**src/rtl/adder8_mw_seq.sv**
```systemverilog
// Multi-word add/subtract sequencer: drives one shared W-bit adder slice per cycle, LS slice first.
// Latency: accept at edge N, out_valid after edge N+NWORDS; holds results until out_ready, in_ready low while busy.
module adder8_mw_seq #(
    parameter int W      = 8,
    parameter int NWORDS = 4
) (
    input  logic                  clk,
    input  logic                  rst,
    input  logic                  in_valid,
    output logic                  in_ready,
    input  logic [W*NWORDS-1:0]   in_a,
    input  logic [W*NWORDS-1:0]   in_b,
    input  logic                  in_sub,
    input  logic                  in_cin,
    output logic [W-1:0]          add_a,
    output logic [W-1:0]          add_b,
    output logic                  add_cin,
    input  logic [W-1:0]          add_s,
    input  logic                  add_cout,
    output logic                  out_valid,
    input  logic                  out_ready,
    output logic [W*NWORDS-1:0]   out_sum,
    output logic                  out_cout,
    output logic                  out_ovf,
    output logic                  busy
);
    localparam int N  = W * NWORDS;
    localparam int IW = (NWORDS > 1) ? $clog2(NWORDS) : 1;

    typedef enum logic [1:0] {IDLE, RUN, DONE} state_t;

    state_t          r_state;
    state_t          w_next;
    logic [N-1:0]    r_a;
    logic [N-1:0]    r_b;
    logic [N-1:0]    r_sum;
    logic            r_carry;
    logic [IW-1:0]   r_idx;
    logic            w_last;
    logic            w_ovf;

    assign w_last = (r_idx == IW'(NWORDS - 1));
    // r_b already holds the inverted operand for subtraction, so one rule covers both ops.
    assign w_ovf  = (r_a[N-1] == r_b[N-1]) && (r_sum[N-1] != r_a[N-1]);

    always_ff @(posedge clk) begin
        if (rst) r_state <= IDLE;
        else     r_state <= w_next;
    end

    always_comb begin
        w_next    = r_state;
        in_ready  = 1'b0;
        busy      = 1'b1;
        out_valid = 1'b0;
        out_sum   = '0;
        out_cout  = 1'b0;
        out_ovf   = 1'b0;
        add_a     = '0;
        add_b     = '0;
        add_cin   = 1'b0;
        case (r_state)
            IDLE: begin
                in_ready = 1'b1;
                busy     = 1'b0;
                if (in_valid) w_next = RUN;
            end
            RUN: begin
                add_a   = r_a[int'(r_idx)*W +: W];
                add_b   = r_b[int'(r_idx)*W +: W];
                add_cin = r_carry;
                if (w_last) w_next = DONE;
            end
            DONE: begin
                out_valid = 1'b1;
                out_sum   = r_sum;
                out_cout  = r_carry;
                out_ovf   = w_ovf;
                if (out_ready) w_next = IDLE;
            end
            default: w_next = IDLE;
        endcase
    end

    always_ff @(posedge clk) begin
        if (rst) begin
            r_a     <= '0;
            r_b     <= '0;
            r_sum   <= '0;
            r_carry <= 1'b0;
            r_idx   <= '0;
        end else begin
            case (r_state)
                IDLE: begin
                    if (in_valid) begin
                        r_a     <= in_a;
                        r_b     <= in_sub ? ~in_b : in_b;
                        r_sum   <= '0;
                        r_carry <= in_sub ? 1'b1 : in_cin;
                        r_idx   <= '0;
                    end
                end
                RUN: begin
                    r_sum[int'(r_idx)*W +: W] <= add_s;
                    r_carry                   <= add_cout;
                    r_idx                     <= r_idx + IW'(1);
                end
                default: ;
            endcase
        end
    end
endmodule

```
**config.mk**
```make
export PLATFORM = sky130hd
export DESIGN_NAME = adder8_mw_seq
export DESIGN_NICKNAME = d
export VERILOG_FILES = /design/src/rtl/adder8_mw_seq.sv
export SDC_FILE = /design/constraint.sdc
export NUM_CORES = 1
export LEC_CHECK = 0
export CAP_MARGIN = 20
export CORE_ASPECT_RATIO = 1.5
export CORE_MARGIN = 5
export CORE_UTILIZATION = 48
export CTS_BUF_LIST = sky130_fd_sc_hd__clkbuf_4 sky130_fd_sc_hd__clkbuf_8 sky130_fd_sc_hd__clkbuf_16
export CTS_CLUSTER_SIZE = 25
export DETAILED_ROUTE_END_ITERATION = 16
export PLACE_DENSITY = 0.88
export SLEW_MARGIN = 5
export SYNTH_ARGS = -nofsm -noshare
export SYNTH_HDL_FRONTEND = slang
export SYNTH_SLANG_ARGS = --single-unit
```
**constraint.sdc**
```tcl
create_clock -name clk -period 3.2 [get_ports clk]
set_input_delay 0.64 -clock clk [delete_from_list [all_inputs] [get_ports clk]]
set_output_delay 0.64 -clock clk [all_outputs]
set_load 0.03 [all_outputs]
```
Fig. 1: run 1, signal wires by layer
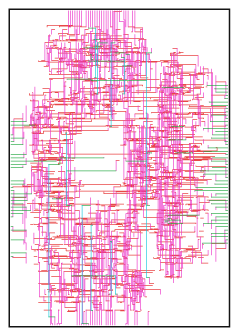
- green: met3 (wire length 655 um)
- red: met1 (wire length 4700 um)
- cyan: met4 (wire length 391 um)
- magenta: met2 (wire length 6220 um)

Fig. 2: run 1, placed standard cells
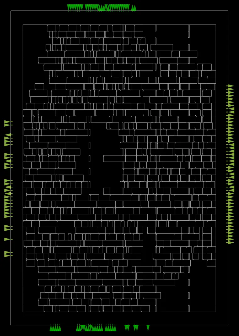
Std-Cell Rows: 44
seq_cells: 101
sequential share of cell area: 31.7%
tap cell count: 115

==> impl_metrics.csv, run 1 <==
group,metric,value,unit
job,warnings,31,
yosys,ys.flop_type,"dfxtp_1",
global_routing,grt_pass1_wl,19200,um
yosys,synthesis.area,0.00468,sq mm
worst_hold_path,hold_class,"reg -> reg",
sta,setup-tns-final,0,ps
route,dr.pass1.iters,4,
clock_tree,cts_resized,1,
setup_path,crit_fanout,23,
clock_tree,postCtsSetupRepairBufs,0,
yosys,yosys.area_share.xor_xnor,5.99,%
final_layout,final.fill_count,740,
global_routing,grt-ovfl-total,0,
final_layout,final_nets,697,
yosys,yosysWarnings,0,
power,irDropWorstVdd,0.292,mV
route,met3_wirelength,654,um
sta,hold_slack,454,ps
sta,report.final.slew_viol_count,0,
setup_path,slowest_delay,630,ps
yosys,ys.flops,101,
yosys,synthArstFlopShare,0,%
yosys,logic_family,"simple AND/OR/NAND/NOR gates",
setup_path,crit_path_cell_trace,"mux4_2 > and2_1 > clkdlybuf4s50_1",
clock_tree,cts_buffer_depth,2,
yosys,area_leaders,"dfxtp_1 43%, mux4_2 7.7%, and2_1 6.7%, xnor2_1 6.0%, nand2_1 5.6%",
final_layout,drive_gt1_share,9.72,%
status,outcome,"complete, no violations",
setup_path,crit_cells,3,
route,post-route-drc-count,0,
sta,finalHoldViolCount,0,
power,power_density,476,mW/mm^2
final_layout,final_cell_mix,"129 x clkdlybuf4s50_1, 100 x dfxtp_1, 70 x nand2_1",
power,power_leakage,2.33,nW
yosys,synthMuxAreaShare,8.66,%
sta,period_used_share,92.3,%
yosys,syn-num-nets,583,
final_layout,n_all_buffers,143,
route,highest_layer,"met4",
final_layout,flop_area,0.00203,sq mm
yosys,top_area_cell,"dfxtp_1",
placement,pre_cts_slack,321,ps
final_layout,clock_area_share,5.25,%
floorplanning,die_h,131,um
yosys,synth_cell_type_count,34,
final_layout,top_area_cell_class,"logic gates",
floorplanning,io_pins,133,
yosys,synth_chip_area,0.00468,sq mm
final_layout,final_area,0.00639,sq mm
setup_path,crit_type,"reg -> out",
global_routing,grt_max_degree,97,
floorplanning,fp_util,48.6,%
setup_path,crit_arrival,2310,ps
clock_tree,postCtsHoldBufs,0,
sta,fmax,339,MHz
global_routing,grtUsageTotal,20.1,%
setup_path,r2r_slack,960,ps
power,total_power,3.04,mW
yosys,simple_gate_area_share,19.2,%
final_layout,top_regs,"r_a (32), r_b (32), r_sum (32)",
route,met2_length,6220,um
final_layout,area_growth_syn_to_layout,36.4,%
final_layout,comb_cells,344,
placement,port_buffers,132,
clock_tree,cts_tree,"done",
setup_path,slowest_stage,"dfxtp_4",
sta,worstMarginPinSlew,729,ps
clock_tree,htree_levels,3,
final_layout,clkbuf_count,11,
global_routing,grt_pass1_vias,3974,
sta,grt_setup_unrepaired,"false",
final_layout,comb_area_share,38.0,%
worst_hold_path,hold_end,"r_sum[28]",
route,vias,3937,
final_layout,layout.area.comb,0.00243,sq mm
route,wl_per_cell,16.3,um
final_layout,lay_top_count,"clkdlybuf4s50_1",
sta,finalSetupViolCount,0,
yosys,ys_cells,498,
yosys,ys_seq_share,43.2,%
sta,period_minus_slack,2950,ps
yosys,synth-compound-area-share,16.3,%
global_routing,grt.busiest_layer,"met2",
clock_tree,clk_pin_slew,60,ps
floorplanning,dieArea,0.0119,sq mm
worst_hold_path,whs_path_depth,1,
yosys,synth_area_per_cell,9.40,sq um
route,drt-met1-wl,4700,um
setup_path,cp.required,2560,ps
setup_path,r2r-start,"r_idx[0]",
floorplanning,die_x,90.6,um
Fig. 3: run 1, clock distribution
Scale bar: 20 um.
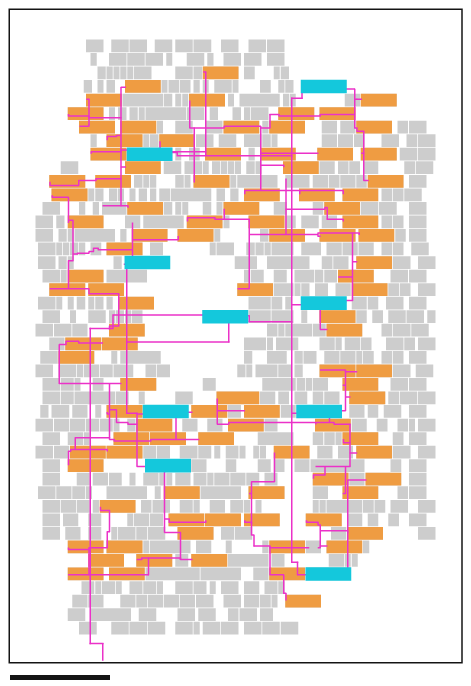
- orange: flip-flops (count 101)
- cyan: cells driving clock nets (count 9)
- magenta: clock wires (length 1110 um)
- flops lie: all over the die

Fig. 4: run 1, I/O pins on the die edge
Pins as bars across the die edge, other pins in gray.
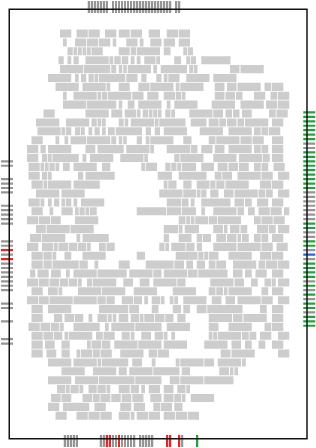
- blue: add_cout (pins 1; direction input; edge right)
- red: add_b (pins 8; direction output; edge 6 bottom, 2 left)
- green: out_sum (pins 32; direction output; edge 31 right, 1 bottom)
- all pins by edge: 49 right, 29 top, 28 left, 27 bottom

==> run 1: metrics by stage <==
step                utilization (%)  std cells
finish                         66.3        732
floorplan                         -        498
global placement               62.8        716
global route                   66.3        732
detailed placement             62.8        716
CTS                            66.3        732
==> run 1: cells in the mapped netlist (all sizes together), types with 2 or more instances <==
master / n
a21oi: 38
nand2b: 2
o2bb2ai: 7
a211oi: 32
o21ai: 2
ha: 6
inv: 13
nand2: 70
clkbuf: 20
buf: 20
nor2b: 11
xnor2: 32
nor4: 2
nor2: 34
dfxtp: 101
a22o: 24
mux2: 4
mux4: 16
and2: 50
nand3: 2
==> run 1: report_power, final <==
part	internal, mW	total (mW)	switching (mW)
clock network	0.729	1.19	0.462
logic	0.245	0.468	0.223
registers	1.33	1.38	0.0514
total	2.30	3.04	0.737
Fig. 5: run 1, placed cells, one color a class
Fill, decap, tap and diode cells in gray.
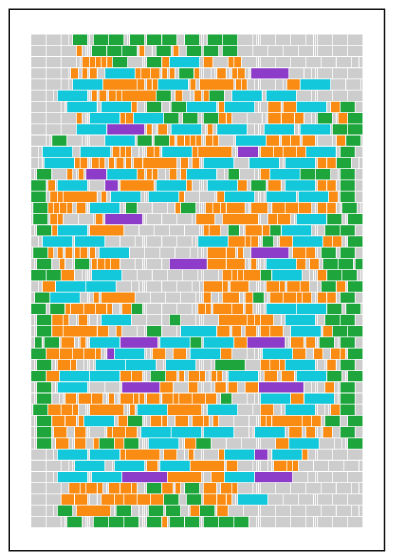

==> run 2: changes to the inputs <==
CORE_UTILIZATION = 63   (was 48)
DONT_BUFFER_PORTS = 1   (was not set)
PLACE_DENSITY = 0.87   (was 0.88)
Fig. 6: run 2, placed cells, one color a class
Fill, decap, tap and diode cells in gray.
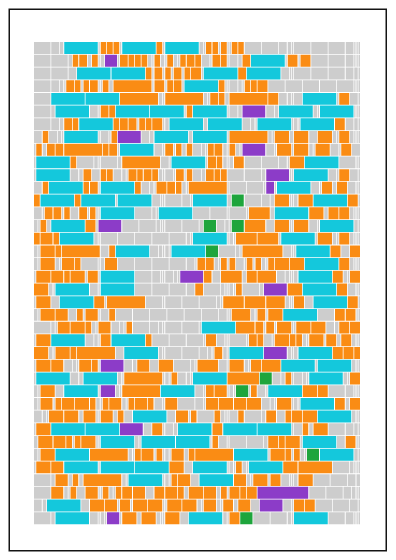
- purple: clock drivers and dummy loads (cells 16; share of their area 4.4%)
- green: other buffers and delay cells (cells 8; share of their area 1.3%)
- cyan: flip-flops (cells 101; share of their area 42%)
- orange: all other logic (cells 357; share of their area 52%)

==> run 2 against run 1 <==
- count of clock-buffer cells in the layout up 2
- sequential power is essentially flat
- sequential share of layout area rose by 9.6 points
- global-route usage grew 3.1 points
- first-iteration DRC count shrank 3.4%
- clock power shrank about 30%
- hold slack worse by 92 ps
==> impl_metrics.csv, run 2 <==
group,metric,value,unit
status,outcome,"complete, no violations",
floorplanning,io_pins,133,
final_layout,top_regs,"r_a (32), r_b (32), r_sum (32)",
yosys,simple_gate_area_share,19.2,%
route,wl_per_cell,17.8,um
final_layout,final_cell_mix,"101 x dfxtp_1, 70 x nand2_1, 50 x and2_1",
final_layout,final_area,0.00490,sq mm
final_layout,area_growth_syn_to_layout,4.57,%
yosys,synth_area_per_cell,9.40,sq um
placement,port_buffers,0,
global_routing,grt_pass1_vias,3368,
route,met3_wirelength,681,um
power,sw_frac_of_total,25.2,%
power,power_switching,637,uW
sta,worstMarginPinSlew,854,ps
floorplanning,std_cell_rows,38,
floorplanning,die_h,116,um
setup_path,crit_type,"reg -> out",
yosys,ys.flop_type,"dfxtp_1",
setup_path,crit_arrival,1930,ps
global_routing,grt.busiest_layer,"met2",
route,highest_layer,"met4",
setup_path,cp.required,2560,ps
setup_path,crit_cells,3,
setup_path,slowest_delay,500,ps
worst_hold_path,hold_end,"r_state[0]",
yosys,synthesis.area,0.00468,sq mm
setup_path,crit_fanout,28,
clock_tree,postCtsSetupRepairBufs,0,
yosys,synthMuxAreaShare,8.66,%
sta,hold_slack,362,ps
sta,setup-tns-final,0,ps
yosys,syn-num-nets,583,
global_routing,grt_pass1_wl,16500,um
power,total_power,2.53,mW
power,p_int,1.89,mW
sta,report.final.slew_viol_count,0,
yosys,synth_top_cell_by_count,"dfxtp_1",
yosys,yosys.area_share.xor_xnor,5.99,%
power,pwr-share-clk,33.0,%
sta,period_minus_slack,2570,ps
worst_hold_path,whs_path_depth,1,
yosys,top_area_cell,"dfxtp_1",
final_layout,final_nets,562,
sta,fmax,389,MHz
power,power_density,517,mW/mm^2
floorplanning,dieArea,0.00929,sq mm
global_routing,grt_max_degree,97,
power,power_leakage,1.77,nW
yosys,logic_family,"simple AND/OR/NAND/NOR gates",
yosys,synth_cell_type_count,34,
power,p_clk,836,uW
power,p_seq_share,54.1,%
setup_path,slowest_stage,"dfxtp_1",
power,irDropWorstVdd,0.337,mV
job,warnings,31,
yosys,ys_cells,498,
power,powerComb,327,uW
setup_path,r2r_slack,1000,ps
sta,period_used_share,80.4,%
yosys,synth_chip_area,0.00468,sq mm
yosys,yosysWarnings,0,
setup_path,crit_path_cell_trace,"nor2b_2 > buf_4 > and2_1",
power,seq_power,1.37,mW
route,post-route-drc-count,0,
worst_hold_path,hold_class,"in -> reg",
global_routing,grtUsageTotal,23.2,%
clock_tree,cts_tree,"done",
floorplanning,die_x,80.4,um
final_layout,final_cells,582,
placement,dp_cells,566,
sta,grt_setup_unrepaired,"false",
route,drt-met1-wl,3930,um
-- run 2: cell counts after synthesis --
No cell type changed its count.
-- run 2: layout make-up --
class / instances / area (sq um)
tap: 100 / 125
multi-input combinational: 344 / 2430
clock inverter: 3 / 43.8
clock buffer: 13 / 166
fill: 621 / 2330
sequential: 101 / 2020
timing repair buffer: 8 / 60.1
inverter: 13 / 48.8
-- run 2: through the flow --
| stage | util (%) | setup slack, ps |
|---|---|---|
| 2_1_floorplan | - | 777 |
| 3_3_place_gp | 64.8 | 1120 |
| 3_5_place_dp | 64.8 | 1020 |
| 4_1_cts | 67.7 | 605 |
| 5_1_grt | 67.7 | 483 |
| 6_report | 67.7 | 629 |
Power figures rest on the tool's default switching activity, not on a simulated workload.
